**Sizing map**

The bar under the picture is 20 um long.
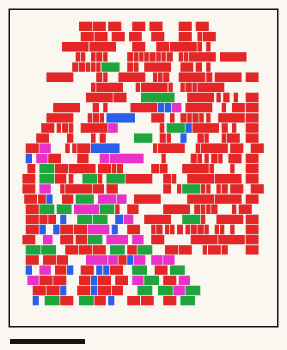
**Placement view**

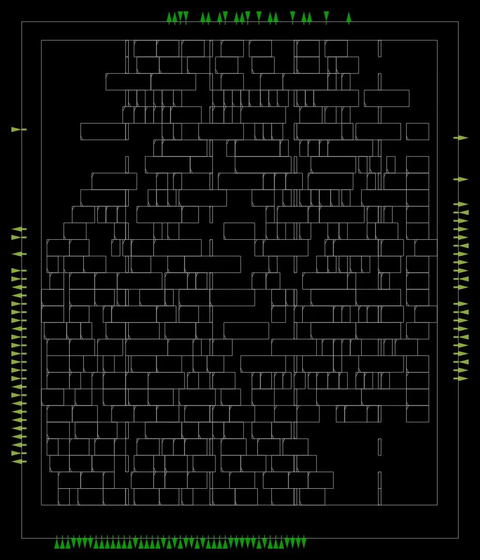
**I/O pins on the die edge**

The bar under the picture is 20 um long. Pins as bars across the die edge, other pins in grey.
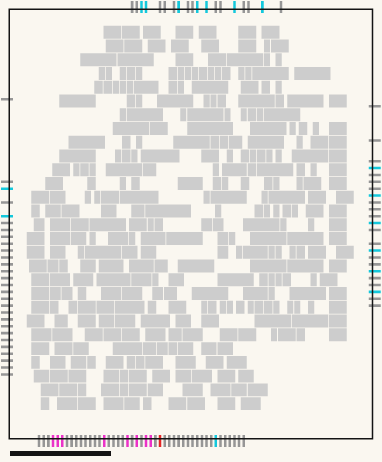
**Routed metal, one colour a layer**

The bar under the picture is 20 um long.
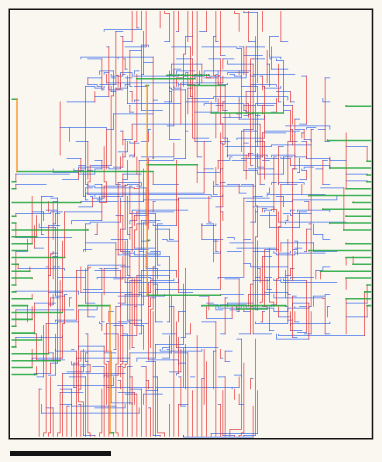
==> config.mk <==
export PLATFORM = sky130hd
export DESIGN_NAME = mem_port_arbiter
export DESIGN_NICKNAME = d
export VERILOG_FILES = /design/src/rtl/cpu_pkg.sv /design/src/rtl/starve_counter.sv /design/src/rtl/mem_port_arbiter.sv
export SDC_FILE = /design/constraint.sdc
export NUM_CORES = 1
export LEC_CHECK = 0
export CORE_ASPECT_RATIO = 1.2
export CORE_MARGIN = 3
export CORE_UTILIZATION = 31
export DETAILED_ROUTE_END_ITERATION = 8
export GPL_TIMING_DRIVEN = 0
export PLACE_DENSITY = 0.81
export SYNTH_ARGS = -nofsm -noshare
export SYNTH_HDL_FRONTEND = slang
export SYNTH_SLANG_ARGS = --single-unit
==> constraint.sdc <==
create_clock -name clk -period 1.9 [get_ports clk]
set_input_delay 0.57 -clock clk [delete_from_list [all_inputs] [get_ports clk]]
set_output_delay 0.57 -clock clk [all_outputs]
set_load 0.01 [all_outputs]
==> results.sh <==
# yosys + openroad results
export IMPL_fin_skew_ps=7.80
export IMPL_count_of_tool_warnings=29
export IMPL_slew_viol_final=0
export IMPL_final_min_clock_period_ps=2380
export IMPL_worstHoldPathCells=1
export IMPL_path_depth=6
export IMPL_grt_pass1_wl_mm=8.60
export IMPL_switching_power_mw=0.448
export IMPL_post_route_cells_drive_above_1_share=0.234
export IMPL_timing_critical_path_slowest_stage_cell="sky130_fd_sc_hd__dlygate4sd2_1"
export IMPL_drc=0
export IMPL_std_cell_rows=28
export IMPL_clkPwrFrac=0.309
export IMPL_setup_reg_to_reg_worst_slack_ps=470
export IMPL_placed_cells=372
export IMPL_power_leakage_nw=1.25
export IMPL_chip_area_um2=6060
export IMPL_yosysTopAreaCell="sky130_fd_sc_hd__dfxtp_1"
export IMPL_cts_root_to_sink_buffers=2
export IMPL_path_buffers=4
export IMPL_initCoreUtil=0.323
export IMPL_ctsRootBufferMaster="sky130_fd_sc_hd__clkbuf_8"
export IMPL_outcome="complete, but fails checks"
export IMPL_insertedDiodeCount=0
export IMPL_synth_distinct_cells=21
export IMPL_cp_max_fo=7
export IMPL_cts_hold_buffers=0
export IMPL_intPower_mw=1.40
export IMPL_antenna_violating_nets_post_route=0
export IMPL_top_cells_by_count="sky130_fd_sc_hd__nand2_1 (64), sky130_fd_sc_hd__dfxtp_1 (40), sky130_fd_sc_hd__a21oi_1 (33)"
export IMPL_cts_buffers=5
export IMPL_drt_pass1_iter_count=4
export IMPL_hold_class="flop to flop"
export IMPL_critical_path_max_stage_delay_ps=420
export IMPL_synth_area_um2=1600
export IMPL_synth_top_cells_by_area="sky130_fd_sc_hd__dfxtp_1 (50%), sky130_fd_sc_hd__nand2_1 (15%), sky130_fd_sc_hd__a21oi_1 (10%)"
export IMPL_failing_checks="setup timing"
export IMPL_dp_final_hpwl_mm=3.83
export IMPL_ff_type="sky130_fd_sc_hd__dfxtp_1"
export IMPL_timing_final_hold_violations=0
export IMPL_place_congestion=0.722
export IMPL_synth_yosys_num_cells=197
export IMPL_post_synth_cell_area_avg_um2=8.11
export IMPL_grt_overflow_total=0
export IMPL_yosys_warnings=0
export IMPL_maximum_number_of_pins_on_one_net_before_global_route_repair=13
export IMPL_vdd_ir_drop_max_uv=317
export IMPL_arrival_ps=1810
export IMPL_core_area_um2=4940
export IMPL_total_cell_area_reported_by_yosys_after_synthesis_um2=1600
export IMPL_final_net_count=387
export IMPL_most_common_cell="sky130_fd_sc_hd__nand2_1"
export IMPL_worst_path_most_repeated_cell="sky130_fd_sc_hd__buf_6"
export IMPL_worstSkewPairLatency_ps=290
export IMPL_worstSetupEndpointType="output pin"
export IMPL_worst_slack_ps=-478
export IMPL_setup_worst_path_class="primary input to output pin"
export IMPL_layout_top_cells_excl_fill_tap="sky130_fd_sc_hd__clkdlybuf4s50_1 (83), sky130_fd_sc_hd__nand2_1 (64), sky130_fd_sc_hd__dfxtp_1 (38)"
export IMPL_lay_top_count="sky130_fd_sc_hd__clkdlybuf4s50_1"
export IMPL_synth_async_reset_ratio=0
export IMPL_grt_antenna_before_repair=0
export IMPL_yosysTopAreaCellShare=0.501
export IMPL_peak_freq_mhz=421
export IMPL_clkTransAtPathRegs_ps=70
export IMPL_power_density_cell_area_nw_per_um2=599
export IMPL_h_tree_depth=2
export IMPL_post_synth_inst_count=197
export IMPL_setup_tns_ps=-11460
export IMPL_io_pins=115
export IMPL_r2r_worst_path_cells=7
export IMPL_cts_tree="done"
export IMPL_cts_sinks=40
export IMPL_io_buffers=114
export IMPL_post_route_clock_period_utilization=1.25
export IMPL_edf_count=0
export IMPL_setup_worst_path_start_class="primary input"
export IMPL_setup_violations_final=27
export IMPL_timing_critical_path_cells="dlygate4sd2_1, nor3b_4, buf_6, buf_6, a22o_1, buf_2"
export IMPL_wirelength_mm=5.30
export IMPL_power_combinational_fraction=0.213
export IMPL_synth_seq_area_share=0.501
export IMPL_ys_seq_elements=40
export IMPL_vias_per_cell=4.69
export IMPL_worst_ep_required_time_ps=1330
export IMPL_timing_critical_path_max_delay_family="buffers and inverters"
export IMPL_via_count_of_the_first_global_routing_pass=1819
## Picture notes: 'sizing map'
red -> x1 and smaller  # cells 256, share 77%, most used clkdlybuf4s50_1
blue -> x2  # cells 23, share 6.9%, most used buf_2
green -> x6 and larger  # cells 30, share 9.0%, most used buf_6
magenta -> x3 and x4  # cells 25, share 7.5%, most used and2_4
post-layout instance area: 3090 um2
Layout Area Growth over Synthesis: 93.4%

## Picture notes: 'placement view'
non-filler instance count after layout: 394
Tap Cells: 60

## Picture notes: 'I/O pins on the die edge'
cyan -> mem_rdata  # pins 16, direction input, edge 7 north, 6 east, 2 west, 1 south
magenta -> mem_addr  # pins 8, direction output, edge south
red -> mem_en  # pins 1, direction output, edge south
all pins by edge = 45 south, 28 west, 23 east, 19 north
Die W: 71.5 um
height of the die: 84.6 um

## Picture notes: 'routed metal, one colour a layer'
orange -> M4  # wire length 80.9 um
red -> M2  # wire length 2920 um
green -> M3  # wire length 363 um
blue -> M1  # wire length 1930 um
average wire per cell in the routed design: 13.4 um
overall routing resource usage: 0.177
total vias in the final route: 1848

==> power by group through the flow <==
stage | logic (mW) | clock network [mW] | registers [mW]
finish | 0.395 | 0.572 | 0.886
detailed placement | 0.365 | 0 | 0.903
floorplan | 0.114 | 0 | 0.914
CTS | 0.380 | 0.594 | 0.885
global placement | 0.360 | 0 | 0.902
global route | 0.425 | 0.634 | 0.890
==> area by class of cell <==
type | count | area [um2]
tap | 60 | 75.1
timing repair buffer | 127 | 1200
clock buffer | 7 | 86.3
sequential | 40 | 803
multi-input combinational | 145 | 816
fill | 440 | 1850
buffer | 14 | 104
clock inverter | 1 | 7.51
==> kinds of logic (layout without fill, tap and decap cells) <==
logic type,after synthesis,count (layout),share of synthesized area
adder cells (fa/ha/maj),1,1,0.00783
AND-OR/OR-AND,43,44,0.158
other,1,2,0.00235
buffers and inverters,14,149,0.0454
AND/OR/NAND/NOR,97,97,0.279
flip-flops,40,40,0.501
multiplexers,1,1,0.00626
==> stage by stage <==
step                      setup slack (ps)  cell area [um2]  total power [mW]  utilization  hold slack [ps]
after floorplan                      -76.2             1640              1.03            -              415
after global placement               -1170             2850              1.26        0.577              421
after detailed placement             -1180             2850              1.27        0.577              434
after CTS                             -496             3020              1.86        0.611              446
after global routing                  -538             3090              1.95        0.626              464
final                                 -478             3090              1.85        0.626              440
==> routing by layer <==
metal	global-route usage	vias up	part of all wire	routed length [um]
li1	-	911	-	-
met2	0.326	73	0.55	2920
met4	0.0462	0	0.015	80
met3	0.0527	8	0.069	363
met5	0	-	0	0
met1	0.194	856	0.36	1930
==> repair_timing <==
item	in CTS	in global routing
endpoints found under the setup margin	28	28
pin swaps	22	4
cloned	3	0
gates resized	146	14
buffers inserted	9	2
Power and IR drop assume default switching activity.
